**config.mk**
```make
export PLATFORM = sky130hd
export DESIGN_NAME = alt_aeq_dprio_master
export DESIGN_NICKNAME = d
export VERILOG_FILES = /design/src/rtl/alt_aeq_dprio_master.sv
export SDC_FILE = /design/constraint.sdc
export NUM_CORES = 1
export LEC_CHECK = 0
export ABC_CLOCK_PERIOD_IN_PS = 2400
export CAP_MARGIN = 20
export CORE_ASPECT_RATIO = 1.25
export CORE_MARGIN = 2
export CORE_UTILIZATION = 45
export CTS_CLUSTER_SIZE = 16
export DETAILED_ROUTE_END_ITERATION = 8
export PLACE_DENSITY = 0.7
export SYNTH_ARGS = -nofsm -noshare
export SYNTH_HDL_FRONTEND = slang
export SYNTH_SLANG_ARGS = --single-unit
```
**constraint.sdc**
```tcl
create_clock -name i_clock -period 2.4 [get_ports i_clock]
set_input_delay 0.72 -clock i_clock [delete_from_list [all_inputs] [get_ports i_clock]]
set_output_delay 0.72 -clock i_clock [all_outputs]
set_load 0.02 [all_outputs]
```
**src/rtl/alt_aeq_dprio_master.sv**
```systemverilog
// ---------------------------------------------------------------------------
// alt_aeq_dprio_master
//
// Serial DPRIO master for the adaptive-EQ engine. Each accepted read or write
// becomes two 64-bit MDIO-style frames to the transceiver:
//   - an address frame (opcode 00, payload = register address);
//   - a 4-cycle idle gap;
//   - a data frame (opcode 01 = write with the latched data, or 11 = read).
// Each frame is 32 preamble ones, start 00, opcode, PRTAD, DEVAD, turnaround 10
// and a 16-bit payload, sent MSB first. Each serial bit lasts two clocks:
// o_dprioclk is low in the first clock and high in the second. On a read, the
// master holds the data line high from the turnaround onward, and captures the
// transceiver's reply at the end of each payload bit.
//
// Ports
//   i_clock          reconfig clock (only clock)
//   i_reset_n        synchronous active-low reset
//   i_wren/i_rden    request strobes from the engine (write wins if both high)
//   i_addr/i_data    register address and write data, latched on accept
//   o_busy           high from the accepting edge until the transaction ends
//   o_dataout        last read result; held between reads
//   o_dataout_valid  one-cycle pulse when o_dataout is loaded
//   o_dprioclk       serial clock to the transceiver
//   o_dpriodin       serial data to the transceiver
//   i_dpriodout      serial data from the transceiver
//   o_dpriodisable   high whenever no frame is on the wire
// ---------------------------------------------------------------------------
module alt_aeq_dprio_master #(
    parameter logic [4:0] PRTAD = 5'b00000,
    parameter logic [4:0] DEVAD = 5'b00001
) (
    input  logic        i_clock,
    input  logic        i_reset_n,
    input  logic        i_wren,
    input  logic        i_rden,
    input  logic [15:0] i_addr,
    input  logic [15:0] i_data,
    output logic        o_busy,
    output logic [15:0] o_dataout,
    output logic        o_dataout_valid,
    output logic        o_dprioclk,
    output logic        o_dpriodin,
    input  logic        i_dpriodout,
    output logic        o_dpriodisable
);

    typedef enum logic [2:0] {
        ST_IDLE = 3'd0,
        ST_ADDR = 3'd1,
        ST_GAP  = 3'd2,
        ST_DATA = 3'd3,
        ST_DONE = 3'd4
    } state_t;

    state_t      state_r;
    logic [5:0]  bit_cnt_r;     // index of the frame bit on the wire
    logic        phase_r;       // 0 = clock-low half of the bit, 1 = clock-high half
    logic [1:0]  gap_cnt_r;
    logic [62:0] frame_r;       // bits still to send, next bit at [62]
    logic [15:0] data_r;
    logic        op_write_r;
    logic [14:0] rd_shift_r;    // first 15 payload bits of a read reply
    logic [63:0] addr_frame_s;
    logic [63:0] data_frame_s;

    // Build a complete frame. A read data frame keeps the line high through
    // the turnaround and payload so the transceiver can drive the reply.
    function automatic logic [63:0] build_frame(input logic [1:0]  opcode,
                                                input logic [15:0] payload,
                                                input logic        read_data);
        logic [17:0] tail;
        if (read_data) begin
            tail = 18'h3_FFFF;
        end else begin
            tail = {2'b10, payload};
        end
        return {32'hFFFF_FFFF, 2'b00, opcode, PRTAD, DEVAD, tail};
    endfunction

    // Frame images: the address frame is built straight from i_addr so that its
    // first bit can already be driven on the accepting edge. frame_r then holds
    // the address for the rest of the frame.
    always_comb begin
        addr_frame_s = build_frame(2'b00, i_addr, 1'b0);
        if (op_write_r) begin
            data_frame_s = build_frame(2'b01, data_r, 1'b0);
        end else begin
            data_frame_s = build_frame(2'b11, data_r, 1'b1);
        end
    end

    // Transaction FSM with all serial and handshake outputs registered
    always_ff @(posedge i_clock) begin
        if (!i_reset_n) begin
            state_r         <= ST_IDLE;
            bit_cnt_r       <= 6'd0;
            phase_r         <= 1'b0;
            gap_cnt_r       <= 2'd0;
            frame_r         <= 63'd0;
            data_r          <= 16'h0000;
            op_write_r      <= 1'b0;
            rd_shift_r      <= 15'd0;
            o_busy          <= 1'b0;
            o_dataout       <= 16'h0000;
            o_dataout_valid <= 1'b0;
            o_dprioclk      <= 1'b0;
            o_dpriodin      <= 1'b1;
            o_dpriodisable  <= 1'b1;
        end else begin
            case (state_r)
                ST_IDLE: begin
                    o_dataout_valid <= 1'b0;
                    if (i_wren || i_rden) begin
                        state_r        <= ST_ADDR;
                        op_write_r     <= i_wren;
                        data_r         <= i_data;
                        bit_cnt_r      <= 6'd0;
                        phase_r        <= 1'b0;
                        rd_shift_r     <= 15'd0;
                        frame_r        <= addr_frame_s[62:0];
                        o_dpriodin     <= addr_frame_s[63];
                        o_dprioclk     <= 1'b0;
                        o_dpriodisable <= 1'b0;
                        o_busy         <= 1'b1;
                    end else begin
                        o_busy <= 1'b0;
                    end
                end

                ST_ADDR, ST_DATA: begin
                    if (!phase_r) begin
                        phase_r    <= 1'b1;
                        o_dprioclk <= 1'b1;
                    end else begin
                        // Reply bits are captured on the edge that ends the
                        // high phase of each payload bit (bits 48..63).
                        if ((state_r == ST_DATA) && !op_write_r && (bit_cnt_r[5:4] == 2'b11)) begin
                            rd_shift_r <= {rd_shift_r[13:0], i_dpriodout};
                        end else begin
                            rd_shift_r <= rd_shift_r;
                        end
                        phase_r    <= 1'b0;
                        o_dprioclk <= 1'b0;
                        if (bit_cnt_r == 6'd63) begin
                            bit_cnt_r      <= 6'd0;
                            o_dpriodin     <= 1'b1;
                            o_dpriodisable <= 1'b1;
                            if (state_r == ST_ADDR) begin
                                state_r   <= ST_GAP;
                                gap_cnt_r <= 2'd0;
                            end else begin
                                state_r <= ST_DONE;
                                if (!op_write_r) begin
                                    o_dataout       <= {rd_shift_r, i_dpriodout};
                                    o_dataout_valid <= 1'b1;
                                end else begin
                                    o_dataout_valid <= 1'b0;
                                end
                            end
                        end else begin
                            bit_cnt_r  <= bit_cnt_r + 6'd1;
                            o_dpriodin <= frame_r[62];
                            frame_r    <= {frame_r[61:0], 1'b1};
                        end
                    end
                end

                ST_GAP: begin
                    if (gap_cnt_r == 2'd3) begin
                        state_r        <= ST_DATA;
                        bit_cnt_r      <= 6'd0;
                        phase_r        <= 1'b0;
                        frame_r        <= data_frame_s[62:0];
                        o_dpriodin     <= data_frame_s[63];
                        o_dpriodisable <= 1'b0;
                    end else begin
                        gap_cnt_r <= gap_cnt_r + 2'd1;
                    end
                end

                ST_DONE: begin
                    state_r         <= ST_IDLE;
                    o_busy          <= 1'b0;
                    o_dataout_valid <= 1'b0;
                end

                default: begin
                    state_r         <= ST_IDLE;
                    o_busy          <= 1'b0;
                    o_dataout_valid <= 1'b0;
                    o_dprioclk      <= 1'b0;
                    o_dpriodin      <= 1'b1;
                    o_dpriodisable  <= 1'b1;
                end
            endcase
        end
    end

endmodule

```
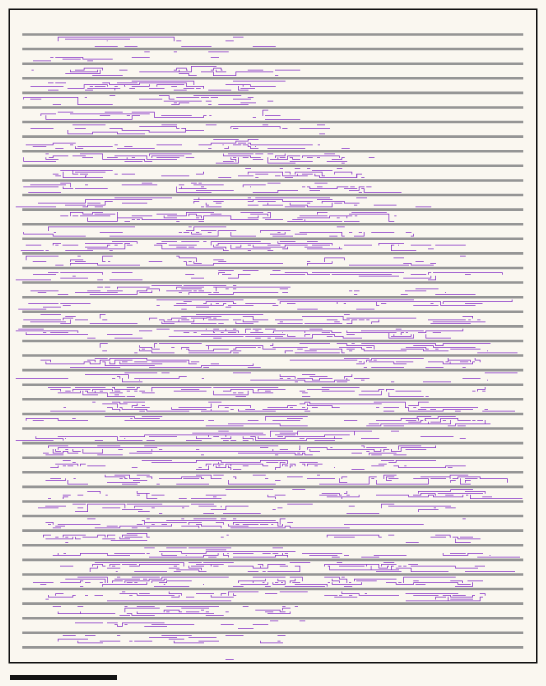
(metal 1)
Bar = 20 µm. Supply wires on this layer in grey.
The wires run mostly horizontal. The layer carries 5300 µm of wire. 566 nets have wire on it.
Vias: 4103
final WL: 11530 µm
met1 Use GR: 25.94%

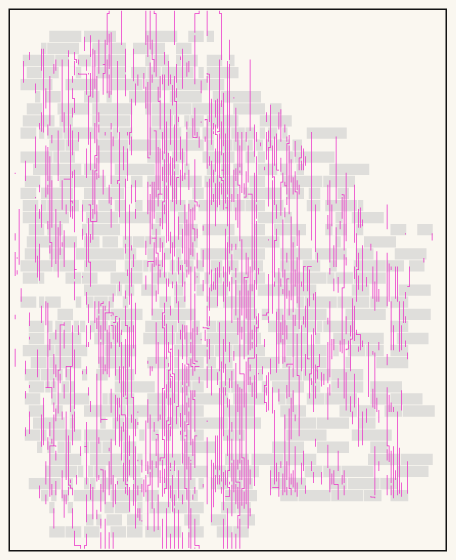
(met2 routing)
503 nets have wire on it. The longest straight run is 42.5 µm. The layer holds 49% of the routed length. The wires run mostly vertical. The layer carries 5620 µm of wire.

==> impl_metrics.tcl <==
# metrics dict for downstream scripts
set metrics [dict create \
    final_layout_size_suffix_gt1_share_pct 16.17 \
    required_ns 1.68 \
    hold_violations 0 \
    ys.flop_type "dfxtp_1" \
    gr-total-overflow 0 \
    cts_setup_buffers 0 \
    crit_chain "clkdlybuf4s50_1" \
    max-slew-margin-rel_pct 58.39 \
    worst-path-buf-inv 1 \
    tns_ns 0 \
    min_path_cells 2 \
    insertion_delay_ns 0.41 \
    path_depth 1 \
    cts_buffer_depth 2 \
    ir_worst_vdd_mv 0.5215 \
    grt_pass1_vias 4007 \
    nNetsFinal 602 \
    drv_cap 0 \
    crit_arrival_ns 1.44 \
    crit_type "reg2out" \
    cts-resized-gates 0 \
    synth_chip_area_um2 4972 \
    grt_pass1_wl_um 19350 \
    drv_slew 0 \
    placement.io_buffers 57 \
    max_freq_mhz 462.5 \
    p_leak_nw 2.290 \
    status "complete, no violations" \
    final_common_cell "dfxtp_1" \
    final_cell_mix "128 x dfxtp_1, 56 x clkdlybuf4s50_1, 50 x nand2_1" \
    drt_iter0_drc 214 \
    crit_slowest_cell "clkdlybuf4s50_1" \
    power.internal_mw 4.027 \
    yosys.cell_types.count 51 \
    ant_nets 0 \
    skew_ns 0.007838 \
    grt_max_degree 79 \
    globalRouteTotalUtil_pct 20.04 \
]
## registers in the layout, indices dropped and copies added, names as in the netlist, 2 cells and up
register    count
frame_r        63
data_r         16
o_dataout      16
rd_shift_r     15
bit_cnt_r       6
state_r         3
gap_cnt_r       2
## power groups by stage
| stage | Combinational [mW] | Sequential [mW] | Clock, mW |
|---|---|---|---|
| final | 0.433 | 2.31 | 2.49 |
| after global routing | 0.474 | 2.32 | 2.62 |
| after CTS | 0.436 | 2.30 | 2.52 |
| after detailed placement | 0.434 | 2.35 | 0 |
| after global placement | 0.421 | 2.34 | 0 |
| after floorplan | 0.267 | 2.33 | 0 |
## synth_stat cells (2+ instances only)
cell,n
nand4_1,22
dfxtp_1,128
o21ai_0,11
a31oi_1,2
o21a_1,3
o221ai_1,15
nand3_1,13
o211ai_1,2
nand2b_1,4
and3_1,2
buf_6,2
ha_1,2
nor2_1,42
a211oi_1,2
a22o_1,15
o221a_2,33
o22ai_1,4
mux2i_1,18
nand2_1,50
o2bb2ai_1,2
o31ai_1,17
nor2b_1,2
buf_1,2
a22oi_1,2
buf_2,16
nor3_1,4
inv_1,5
clkbuf_1,23
or3_1,6
a21oi_1,37
nor4_1,3
o21ai_1,3
## layout make-up
| class | instances | area, µm² |
|---|---|---|
| fill | 912 | 4383 |
| tap | 132 | 165.2 |
| multi-input combinational | 333 | 2195 |
| inverter | 6 | 22.52 |
| clock buffer | 22 | 464.2 |
| clock inverter | 9 | 110.1 |
| sequential | 128 | 2562 |
| timing repair buffer | 77 | 765.7 |
## per-stage QoR
| step | hold slack (ns) | total power, mW | cells | cell area (µm²) | worst slack [ns] |
|---|---|---|---|---|---|
| floorplan | 0.4246 | 2.600 | 511 | 4972 | 0.3744 |
| global placement | 0.4423 | 2.765 | 676 | 5710 | 0.01685 |
| detailed placement | 0.4474 | 2.781 | 676 | 5710 | -0.008775 |
| CTS | 0.4558 | 5.259 | 707 | 6285 | 0.2366 |
| global route | 0.4878 | 5.409 | 707 | 6285 | 0.2105 |
| finish | 0.4534 | 5.233 | 707 | 6285 | 0.2378 |
## logic make-up (layout without fill, tap and decap cells)
kind of cell               count (synthesis)  in the layout  synth area share, %
and+or+nand+nor                          158            158                15.55
adders and majority gates                  2              2               0.5032
AOI/OAI and AO/OA                        155            155                24.23
muxes                                     18             18                3.623
buffers and inverters                     50            114                4.555
DFF                                      128            128                51.54
## worst paths after layout
path                                      end  slack (ns)                    start
setup reg to reg  rd_shift_r[14]$_SDFFE_PN0P_        0.37  state_r[2]$_SDFFE_PN0P_
hold / removal         data_r[7]$_SDFFE_PN0P_        0.45   data_r[7]$_SDFFE_PN0P_
hold reg to reg        data_r[7]$_SDFFE_PN0P_        0.45   data_r[7]$_SDFFE_PN0P_
setup / recovery                   o_dprioclk        0.24  o_dprioclk$_SDFFE_PN0P_
## routing by layer
layer  share of wire, %  vias up  GRT usage [%]
li1                   -     2028              -
met1                 46     1969          25.94
met2                 49       96          32.36
met3                4.3       10          5.703
met4               0.99        0          6.684
met5                  0        -              0
Power is estimated from default activity; no workload was simulated.
